[config.mk]
export PLATFORM = sky130hd
export DESIGN_NAME = output_collector
export DESIGN_NICKNAME = d
export VERILOG_FILES = /design/src/rtl/noc_pkg.sv /design/src/rtl/spike_row_mem.sv /design/src/rtl/output_collector.sv
export SDC_FILE = /design/constraint.sdc
export NUM_CORES = 1
export LEC_CHECK = 0
export CAP_MARGIN = 20
export CORE_ASPECT_RATIO = 0.8
export CORE_MARGIN = 4
export CORE_UTILIZATION = 60
export CTS_CLUSTER_SIZE = 10
export DETAILED_ROUTE_END_ITERATION = 12
export GPL_TIMING_DRIVEN = 0
export PLACE_DENSITY_LB_ADDON = 0.05
export REMOVE_ABC_BUFFERS = 1
export SYNTH_ARGS = -nofsm -noshare
export SYNTH_HDL_FRONTEND = slang
export SYNTH_SLANG_ARGS = --single-unit
[constraint.sdc]
create_clock -name clk -period 8.25 [get_ports clk]
set_clock_uncertainty 0.2 [all_clocks]
set_input_delay 2.475 -clock clk [delete_from_list [all_inputs] [get_ports clk]]
set_output_delay 2.475 -clock clk [all_outputs]
set_load 0.01 [all_outputs]
[src/rtl/noc_pkg.sv]
// noc_pkg
// Shared definitions for the mesh output path.
//   - OUT_DIM / NUM_TS   : geometry of the output spike map (rows x timesteps)
//   - packet field layout: 13-bit routing header, then ts, row and spike payload
//   - out_data_t         : layout of one drained row {ts, row, spikes}
//   - collector_state_t  : collector phases (COLLECT, DRAIN)
//   - row_addr()         : flattens (ts, row) into a spike_row_mem address
package noc_pkg;

    localparam int OUT_DIM = 21;
    localparam int NUM_TS  = 2;

    localparam int TS_W    = 1;
    localparam int ROW_W   = 5;
    localparam int ROWS_W  = 6;
    localparam int DEPTH   = NUM_TS * OUT_DIM;
    localparam int ADDR_W  = $clog2(DEPTH);

    // Payload offsets above the 13-bit routing header
    localparam int HDR_W   = 13;
    localparam int TS_LSB  = 13;
    localparam int ROW_LSB = 14;
    localparam int SPK_LSB = 19;
    localparam int SPK_END = SPK_LSB + OUT_DIM;

    localparam logic PKT_TYPE_OUT = 1'b1;

    // Routing header as it sits in packet bits [12:0], dir in the LSBs
    typedef struct packed {
        logic       pkt_type;
        logic [3:0] src;
        logic [2:0] y_hop;
        logic [2:0] x_hop;
        logic [1:0] dir;
    } pkt_hdr_t;

    typedef struct packed {
        logic [TS_W-1:0]    ts;
        logic [ROW_W-1:0]   row;
        logic [OUT_DIM-1:0] spikes;
    } out_data_t;

    typedef enum logic {
        COLLECT = 1'b0,
        DRAIN   = 1'b1
    } collector_state_t;

    // Row-major by timestep: ts0 rows occupy the bottom OUT_DIM entries
    function automatic logic [ADDR_W-1:0] row_addr(input logic [TS_W-1:0]  ts,
                                                   input logic [ROW_W-1:0] row);
        return ADDR_W'(int'(ts) * OUT_DIM + int'(row));
    endfunction

endpackage

[src/rtl/spike_row_mem.sv]
// spike_row_mem
// Storage for one frame of output spike rows, NUM_TS*OUT_DIM entries of
// OUT_DIM bits, each with a valid bit.
//   clk        : clock
//   clr_valid  : synchronous clear of every valid bit (data is left as-is)
//   wr_en      : write wr_data at wr_addr and mark the entry valid
//   wr_addr    : write address (see row_addr)
//   wr_data    : spike row to store
//   chk_addr   : address whose valid bit is reported on chk_valid
//   chk_valid  : valid bit at chk_addr (combinational)
//   rd_addr    : read address
//   rd_data    : stored spike row at rd_addr (combinational)
module spike_row_mem
    import noc_pkg::*;
(
    input  logic               clk,
    input  logic               clr_valid,
    input  logic               wr_en,
    input  logic [ADDR_W-1:0]  wr_addr,
    input  logic [OUT_DIM-1:0] wr_data,
    input  logic [ADDR_W-1:0]  chk_addr,
    output logic               chk_valid,
    input  logic [ADDR_W-1:0]  rd_addr,
    output logic [OUT_DIM-1:0] rd_data
);

    logic [OUT_DIM-1:0] mem [DEPTH];
    logic [DEPTH-1:0]   valid_q;

    // Row data is never cleared; the valid bits alone decide what may be written
    always_ff @(posedge clk) begin
        if (wr_en) begin
            mem[wr_addr] <= wr_data;
        end
    end

    // Valid bits: a clear wins over a write landing on the same edge
    always_ff @(posedge clk) begin
        if (clr_valid) begin
            valid_q <= '0;
        end else if (wr_en) begin
            valid_q[wr_addr] <= 1'b1;
        end
    end

    assign chk_valid = valid_q[chk_addr];
    assign rd_data   = mem[rd_addr];

endmodule

[src/rtl/output_collector.sv]
// output_collector
// Sink for the mesh output port. Collects output-spike packets into a
// row-addressed store until every (ts, row) of the frame has arrived, then
// streams the whole map out in ascending (ts, row) order.
//   clk, rst   : clock, synchronous active-high reset
//   in_valid   : packet offered
//   in_ready   : packet accepted this cycle (high throughout COLLECT)
//   in_data    : packet {ignored, spikes, row, ts, header}
//   out_valid  : drained row available (high throughout DRAIN)
//   out_ready  : consumer takes the drained row
//   out_data   : {ts, row, spikes}
//   done       : frame complete, high throughout DRAIN
//   rows_rcvd  : distinct rows stored in the current frame
//   err_cnt    : saturating count of dropped packets, cleared only by rst
module output_collector
    import noc_pkg::*;
#(
    parameter int WIDTH = 53,
    parameter int ERR_W = 8
) (
    input  logic              clk,
    input  logic              rst,
    input  logic              in_valid,
    output logic              in_ready,
    input  logic [WIDTH-1:0]  in_data,
    output logic              out_valid,
    input  logic              out_ready,
    output logic [26:0]       out_data,
    output logic              done,
    output logic [5:0]        rows_rcvd,
    output logic [ERR_W-1:0]  err_cnt
);

    localparam int TOTAL_ROWS = OUT_DIM * NUM_TS;

    collector_state_t   state_q, state_d;
    logic [ROWS_W-1:0]  rows_q;
    logic [ERR_W-1:0]   err_q;
    logic [TS_W-1:0]    dr_ts_q;
    logic [ROW_W-1:0]   dr_row_q;

    pkt_hdr_t           hdr;
    logic [TS_W-1:0]    pkt_ts;
    logic [ROW_W-1:0]   pkt_row;
    logic [OUT_DIM-1:0] pkt_spikes;
    logic               unused_bits;

    logic               accept, hdr_ok, chk_valid, good, drop;
    logic               last_row, drain_hs, drain_last, drain_done, clr_valid;
    logic [OUT_DIM-1:0] rd_data;
    out_data_t          out_word;

    assign hdr         = pkt_hdr_t'(in_data[HDR_W-1:0]);
    assign pkt_ts      = in_data[TS_LSB +: TS_W];
    assign pkt_row     = in_data[ROW_LSB +: ROW_W];
    assign pkt_spikes  = in_data[SPK_LSB +: OUT_DIM];
    assign unused_bits = ^{hdr.src, hdr.y_hop, hdr.x_hop, hdr.dir, in_data[WIDTH-1:SPK_END]};

    // A packet is either stored or dropped, never both; the first copy of a row wins
    assign accept     = in_valid & in_ready;
    assign hdr_ok     = (hdr.pkt_type == PKT_TYPE_OUT) && (int'(pkt_row) < OUT_DIM)
                        && (int'(pkt_ts) < NUM_TS);
    assign good       = accept & hdr_ok & ~chk_valid;
    assign drop       = accept & ~(hdr_ok & ~chk_valid);
    assign last_row   = (rows_q == ROWS_W'(TOTAL_ROWS - 1));

    assign drain_hs   = (state_q == DRAIN) & out_ready;
    assign drain_last = (dr_ts_q == TS_W'(NUM_TS - 1)) && (dr_row_q == ROW_W'(OUT_DIM - 1));
    assign drain_done = drain_hs & drain_last;
    assign clr_valid  = rst | drain_done;

    spike_row_mem u_mem (
        .clk       (clk),
        .clr_valid (clr_valid),
        .wr_en     (good),
        .wr_addr   (row_addr(pkt_ts, pkt_row)),
        .wr_data   (pkt_spikes),
        .chk_addr  (row_addr(pkt_ts, pkt_row)),
        .chk_valid (chk_valid),
        .rd_addr   (row_addr(dr_ts_q, dr_row_q)),
        .rd_data   (rd_data)
    );

    // State register
    always_ff @(posedge clk) begin
        if (rst) begin
            state_q <= COLLECT;
        end else begin
            state_q <= state_d;
        end
    end

    // Next state: the edge storing the final row switches to DRAIN, so no
    // packet can be taken in the first DRAIN cycle
    always_comb begin
        state_d = state_q;
        case (state_q)
            COLLECT: if (good && last_row) state_d = DRAIN;
            DRAIN:   if (drain_done)       state_d = COLLECT;
            default: state_d = COLLECT;
        endcase
    end

    // Outputs decoded from state; out_data follows the registered drain pointer
    always_comb begin
        in_ready        = 1'b0;
        out_valid       = 1'b0;
        done            = 1'b0;
        out_word        = '0;
        case (state_q)
            COLLECT: in_ready = 1'b1;
            DRAIN: begin
                out_valid       = 1'b1;
                done            = 1'b1;
                out_word.ts     = dr_ts_q;
                out_word.row    = dr_row_q;
                out_word.spikes = rd_data;
            end
            default: in_ready = 1'b0;
        endcase
    end

    assign out_data  = out_word;
    assign rows_rcvd = rows_q;
    assign err_cnt   = err_q;

    // Row counter restarts once the last row of the frame has been drained
    always_ff @(posedge clk) begin
        if (rst || drain_done) begin
            rows_q <= '0;
        end else if (good) begin
            rows_q <= rows_q + ROWS_W'(1);
        end
    end

    // Error counter sticks at all-ones and survives frame boundaries
    always_ff @(posedge clk) begin
        if (rst) begin
            err_q <= '0;
        end else if (drop && (err_q != '1)) begin
            err_q <= err_q + ERR_W'(1);
        end
    end

    // Drain pointer walks rows first, then timesteps, and returns to (0,0)
    always_ff @(posedge clk) begin
        if (rst || drain_done) begin
            dr_ts_q  <= '0;
            dr_row_q <= '0;
        end else if (drain_hs) begin
            if (dr_row_q == ROW_W'(OUT_DIM - 1)) begin
                dr_row_q <= '0;
                dr_ts_q  <= dr_ts_q + TS_W'(1);
            end else begin
                dr_row_q <= dr_row_q + ROW_W'(1);
            end
        end
    end

endmodule

==> results.sh, run 1 <==
# implementation run metrics
export IMPL_crit_fanout=58
export IMPL_simple_gate_share_pct=2.98
export IMPL_crit_chain="ha_4 > buf_16 > buf_12 > buf_16 > buf_16 > mux4_2 > mux4_2 > mux2i_1 > a21oi_1 > clkdlybuf4s50_1"
export IMPL_min_delay_start="u_mem.valid_q[19]"
export IMPL_reg2regPathDepth=9
export IMPL_critical_path_top_delay_family="buffers and inverters"
export IMPL_top_power_group="registers"
export IMPL_final_core_util_pct=71.9
export IMPL_drtPass1Iterations=5
export IMPL_vias=18300
export IMPL_dp_cells=2678
export IMPL_clock_net_power_w=0.00396
export IMPL_fmax_ghz=0.128
export IMPL_clkSinkCount=945
export IMPL_outcome="complete, no violations"
export IMPL_whs_path_depth=2
export IMPL_reg2reg_slack_ns=4.09
export IMPL_die_width_um=285
export IMPL_sw_frac_of_total_pct=19.3
export IMPL_use_met2_pct=42.1
export IMPL_synth_distinct_cells=54
export IMPL_final_setup_worst_slack_ns=0.455
export IMPL_endpoint_kind="primary output"
export IMPL_netlist_area_um2=36800
export IMPL_core_util_floorplan_pct=61.2
export IMPL_routed_wl_mm=83.0
export IMPL_fin_tns_setup_ns=0
export IMPL_synthCells=1752
export IMPL_ant_nets=0
export IMPL_met2_length_mm=41.1
export IMPL_timing_slew_headroom_pct=33.8
## run 1: worst max path at each step
stage,end,depth (start not counted)
finish,out_data[5],10
floorplan,out_data[0],6
global route,out_data[5],10
global placement,out_data[6],6
detailed placement,u_mem.mem[8][19],13
CTS,out_data[5],10
## run 1: cell type report
cell class	count	area, um^2
multi-input cells	703	8910
inverters	6	22.5
fillers	3561	16900
well taps	820	1030
flip-flops and latches	945	27700
clock buffers	134	2760
clock inverters	4	40.0
repair buffers	204	2750
## run 1: synthesized netlist by cell type, drive strengths merged, types with 2 or more instances
cell | instances | area (um^2)
nand2 | 79 | 297
and2 | 6 | 37.5
nor2 | 29 | 109
or3 | 4 | 25.0
nor4 | 5 | 31.3
and3 | 3 | 18.8
clkbuf | 67 | 251
dfxtp | 63 | 1260
a21oi | 33 | 165
nor2b | 29 | 181
nand2b | 5 | 31.3
nand3 | 12 | 60.1
mux4 | 260 | 5860
inv | 6 | 22.5
or4b | 2 | 20.0
nor3 | 32 | 160
o31ai | 6 | 45.0
a211oi | 23 | 178
edfxtp | 882 | 26500
mux2 | 5 | 56.3
xor2 | 6 | 60.1
a31o | 2 | 17.5
or4 | 2 | 15.0
mux2i | 28 | 280
a31oi | 24 | 150
nand4 | 7 | 50.1
a21o | 2 | 16.3
o21a | 31 | 233
buf | 30 | 151
o21ai | 35 | 175
nor4b | 2 | 17.5
xnor2 | 7 | 61.3
ha | 13 | 163
## run 1: worst reg2reg max path: cells and delay by family, from the launching register on
kind            cells  cell delay (ns)
flops               1             0.30
simple gates        2             1.19
buf+inv             4             0.96
compound gates      1             0.32
mux                 2             0.90
## run 1: state kept, by name, indices dropped and copies added, names as in the netlist
signal / cells
dr_row_q: 5
dr_ts_q: 1
err_cnt: 8
rows_rcvd: 6
state_q: 1
u_mem.mem: 882
u_mem.valid_q: 42
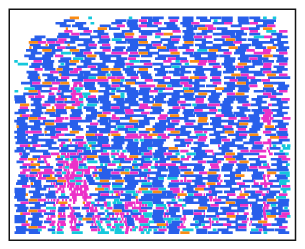
run_1/cell_classes.png
(1 px per um)
[cyan] other buffers and delay cells | cells: 204 | share of their area: 6.5%
[orange] clock drivers and dummy loads | cells: 138 | share of their area: 6.6%
[blue] flops | cells: 945 | share of their area: 66%
[magenta] all other logic | cells: 709 | share of their area: 21%

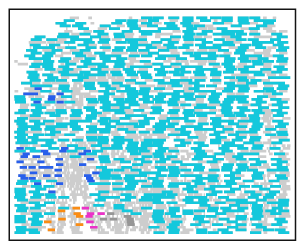
run_1/registers.png
(1 px per um) Other sequential cells in the stronger gray, the rest of the logic in the fainter gray.
[blue] u_mem.valid_q | flops: 42
[magenta] rows_rcvd | flops: 6 | where: bottom left
[cyan] u_mem.mem | flops: 882 | where: spread over the die
[orange] err_cnt | flops: 8 | where: bottom left
not colored: 7

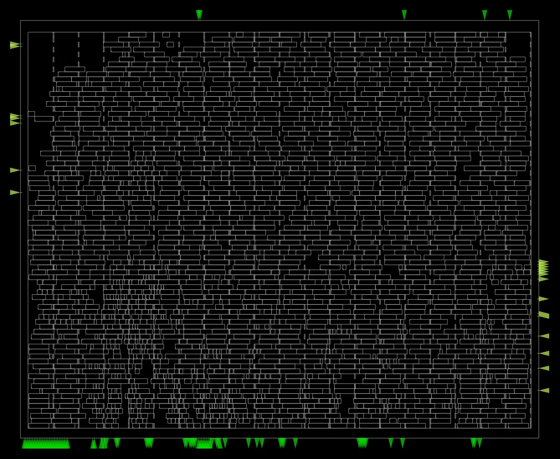
run_1/final_placement.png
total core area: 60200 um^2
Final Non-Filler Cells: 2816
Seq cells: 945

==> run 2: changes to the inputs <==
Settings changed: CTS_CLUSTER_DIAMETER set to 30, DONT_BUFFER_PORTS set to 1.
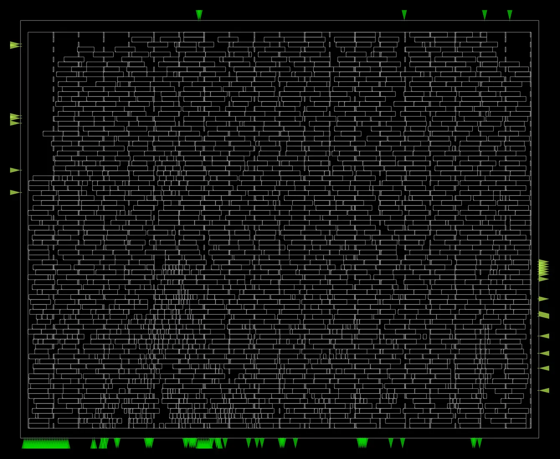
run_2/final_placement.png
Fillers: 3406
Seq/total area: 63.1%

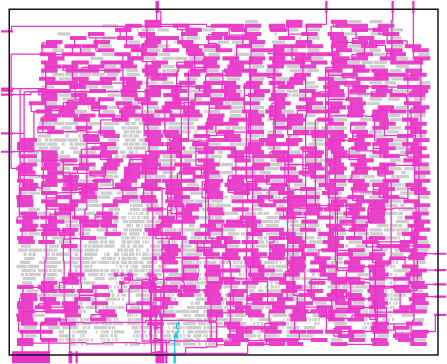
run_2/port_nets.png
(1.5 px per um)
[cyan] out_ready | direction: input | edge: bottom | end cells: 2 | buffers: 0 | wire: 26.5 um
[magenta] in_data | direction: input | edge: 37 bottom, 6 left, 5 top, 5 right | end cells: 900 | buffers: 0 | wire: 11200 um

==> run 2 against run 1 <==
Synthesized cell count is the same; combinational power shrank 51%; first-iteration DRC count rose by 10%; power increased by 21%; sequential share of layout area fell by 1.1 points; largest cell class unchanged; highest routed layer is now met4.
==> results.sh, run 2 <==
# implementation run metrics
export IMPL_outcome="complete, no violations"
export IMPL_p_leak_nw=13.9
export IMPL_io_pins=101
export IMPL_ant_nets=0
export IMPL_antenna_cells=0
export IMPL_maxSlewViolCount=0
export IMPL_rsz0062_at_grt="false"
export IMPL_synth_top_area_share_pct=72.0
export IMPL_final_setup_worst_slack_ns=0.968
export IMPL_largest_reg_flops=882
export IMPL_warnings=52
export IMPL_top_area_cell="edfxtp_1"
export IMPL_post_cts_buffers=0
export IMPL_critical_path_top_delay_family="multiplexers"
export IMPL_place_congestion=0.791
export IMPL_cts_tree="done"
export IMPL_core_util_floorplan_pct=61.2
export IMPL_rows=80
export IMPL_async_flop_share_pct=0
export IMPL_vias=18100
export IMPL_timing_slew_headroom_pct=32.3
export IMPL_drtIter0Drc=2063
export IMPL_clk_pin_slew_ns=0.05
export IMPL_instances_no_fill=2839
export IMPL_layout_drive_gt1_share_pct=31.8
export IMPL_fmax_ghz=0.137
export IMPL_netlist_area_um2=36800
export IMPL_yosysMostFrequentCell="edfxtp_1"
export IMPL_crit_chain="ha_4 > ha_4 > buf_16 > buf_16 > mux4_2 > mux4_2 > mux2i_1 > a21oi_1"
export IMPL_clkSinkCount=945
export IMPL_top_register="u_mem.mem"
export IMPL_dp_cells=2575
export IMPL_synth_distinct_cells=54
export IMPL_lay_top_cells="edfxtp_1, mux4_2, clkbuf_16"
export IMPL_nets=1973
export IMPL_dp_slack_ns=0.847
export IMPL_cp_start_kind="register"
export IMPL_clkLatencyLatePin_ns=0.71
export IMPL_die_width_um=285
export IMPL_crit_fanout=60
export IMPL_core_um2=60200
export IMPL_overflow=0
export IMPL_min_period_ns=7.28
export IMPL_synthCells=1752
export IMPL_drtPass1Iterations=5
export IMPL_synthTopCellsByArea="edfxtp_1, mux4_2, dfxtp_1"
export IMPL_top_cells_by_count="edfxtp_1, mux4_2, nand2_1"
export IMPL_routed_wl_mm=82.3
export IMPL_endpoint_kind="primary output"
==> run 2: cell counts after synthesis <==
No cell type changed its count.
==> run 2: stage by stage <==
step	setup TNS, ns	total power [W]	area, um^2	utilization [%]
global placement	-1184.41	0.00545	37400	62.2
detailed placement	0	0.00546	39100	65.0
finish	0	0.0114	44000	73.1
CTS	0	0.0115	44000	73.1
floorplan	-100.38	0.00542	36400	-
global route	0	0.0118	44000	73.1
==> run 2: power by group <==
part	internal, W	total, W	switching, W
Sequential	0.00526	0.00527	0.00000654
Combinational	0.0000313	0.000109	0.0000777
Clock	0.00392	0.00603	0.00211
Total	0.00921	0.0114	0.00219
==> run 2: layout make-up <==
cell class / instances / area, um^2
multi-input cells: 703 / 8920
well taps: 820 / 1030
inverters: 6 / 22.5
flip-flops and latches: 945 / 27700
clock buffers: 171 / 3840
clock inverters: 93 / 1040
fillers: 3406 / 16200
repair buffers: 101 / 1380
==> run 2: logic make-up after synthesis <==
logic type	synth area share (%)
flip-flops	75.4
multiplexers	16.9
AND/OR/NAND/NOR	2.98
AND-OR/OR-AND	2.79
buffers and inverters	1.18
XOR/XNOR	0.330
adder cells (fa/ha/maj)	0.442
==> run 2: worst paths after layout <==
kind                                        start                end  slack, ns  cells past startpoint
worst max register to register  u_mem.valid_q[38]   u_mem.mem[17][5]       4.10                     10
worst min-delay path            u_mem.valid_q[15]  u_mem.valid_q[15]       0.26                      1
worst min register to register  u_mem.valid_q[15]  u_mem.valid_q[15]       0.26                      1
worst max-delay path                      dr_ts_q        out_data[9]       0.97                      8
==> run 2: metal layers <==
metal  track usage (%)  vias to the layer above  part of all wire, %
met4              7.77                        0                  2.0
met2              41.8                      696                   50
met5                 0                        -                    0
met3              5.93                      115                  7.1
li1                  -                     7688                    -
met1              36.9                     9646                   41
run_2/registers.png
(1 px per um) Other sequential cells in the stronger gray, the rest of the logic in the fainter gray.
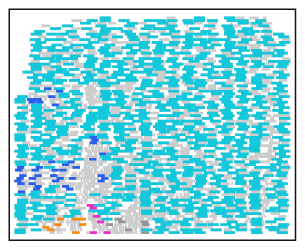

==> run 3: changes to the inputs <==
Settings changed: CELL_PAD_IN_SITES_DETAIL_PLACEMENT set to 1, CELL_PAD_IN_SITES_GLOBAL_PLACEMENT set to 1, CORE_UTILIZATION 60 to 56, CTS_BUF_LIST set to sky130_fd_sc_hd__clkbuf_16.
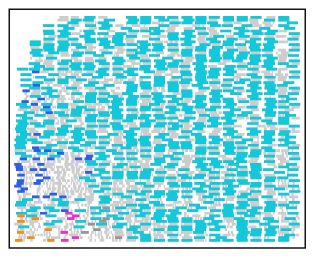
run_3/registers.png
(1 px per um) Other sequential cells in the stronger gray, the rest of the logic in the fainter gray.
[orange] err_cnt | flops: 8 | where: bottom left
[cyan] u_mem.mem | flops: 882 | where: spread over the die
[magenta] rows_rcvd | flops: 6 | where: bottom left
[blue] u_mem.valid_q | flops: 42

==> run 3 against run 2 <==
Utilization fell by 4.7 points; design area rose by 0.50%; register-to-register slack got worse by 0.30 ns; die area rose by 6.9%; cell count rose by 1.7%; wire length rose by 15%; count of clock-buffer cells in the layout fell by 18; critical path depth rose by 1; maximum frequency rose by 0.28%; synthesized area did not move; clock power barely moved; largest cell class unchanged; highest routed layer unchanged.
==> results.sh, run 3 <==
# implementation run metrics
export IMPL_outcome="complete, no violations"
export IMPL_top_power_group="clock"
export IMPL_critical_path_top_delay_family="multiplexers"
export IMPL_sw_frac_of_total_pct=20.1
export IMPL_met2_length_mm=47.9
export IMPL_vias=18800
export IMPL_fmax_ghz=0.138
export IMPL_maxSlewViolCount=0
export IMPL_reg2reg_slack_ns=3.80
export IMPL_drt_met1_wl_mm=37.9
export IMPL_r2r_start="u_mem.valid_q[9]"
export IMPL_timing_slew_headroom_pct=27.8
export IMPL_crit_chain="ha_1 > a31o_2 > xnor2_2 > buf_8 > buf_16 > buf_8 > mux4_2 > mux2i_1 > a21oi_1"
export IMPL_grtUsageMet3_pct=6.74
export IMPL_drtPass1Iterations=5
export IMPL_worstSetupEndpoint="out_data[3]"
export IMPL_warnings=52
export IMPL_antenna_cells=0
export IMPL_endpoint_kind="primary output"
export IMPL_p_comb_share_pct=1.0
export IMPL_post_cts_buffers=0
export IMPL_p_leak_nw=14.1
export IMPL_top_register="u_mem.mem"
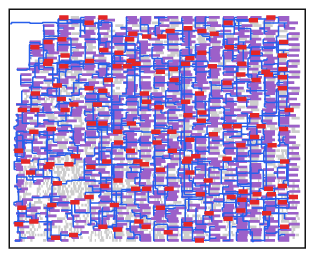
run_3/clock_map.png
(1 px per um)
[purple] flip-flops | count: 945
[blue] clock wires | length: 12000 um
[red] cells driving clock nets | count: 150
routed clock nets: 151
flops lie: spread over the die

run 3: cell count changes in the layout (fill, tap and decap cells not counted), sizes merged:
cell and delta:
inv +20, clkbuf -18, buf +11, clkinv +8
bufinv -5, clkinvlp +3
run 3: cell type report:
| type | instances | area (um^2) |
|---|---|---|
| clock buffer | 153 | 3830 |
| multi-input combinational | 703 | 8920 |
| tap | 850 | 1060 |
| timing repair buffer | 112 | 1590 |
| inverter | 6 | 22.5 |
| clock inverter | 119 | 1020 |
| sequential | 945 | 27700 |
| fill | 5011 | 20400 |
run 3: logic make-up after synthesis:
| kind of cell | share of synthesized area (%) |
|---|---|
| compound gates | 2.79 |
| xor+xnor | 0.330 |
| fa+ha+maj | 0.442 |
| buf+inv | 1.18 |
| flops | 75.4 |
| mux | 16.9 |
| simple gates | 2.98 |
run 3: metrics by stage:
step / instance area, um^2 / utilization [%] / TNS [ns] / instances / hold WS [ns]
2_1_floorplan: 36400 / - / -100.38 / 1654 / 0.220
3_3_place_gp: 37400 / 58.0 / -1303.49 / 2504 / 0.235
3_5_place_dp: 39300 / 60.9 / 0 / 2616 / 0.249
4_1_cts: 44200 / 68.4 / 0 / 2888 / 0.263
5_1_grt: 44200 / 68.4 / 0 / 2888 / 0.279
6_report: 44200 / 68.4 / 0 / 2888 / 0.259
run 3: worst min-delay path by stage:
stage | start | end | depth (start not counted)
global placement | u_mem.valid_q[0] | u_mem.valid_q[0] | 2
CTS | u_mem.valid_q[10] | u_mem.valid_q[10] | 1
finish | u_mem.valid_q[10] | u_mem.valid_q[10] | 1
detailed placement | u_mem.valid_q[35] | u_mem.valid_q[35] | 1
floorplan | u_mem.valid_q[18] | u_mem.valid_q[18] | 2
global route | u_mem.valid_q[19] | u_mem.valid_q[19] | 2
Power figures rest on the tool's default switching activity, not on a simulated workload.
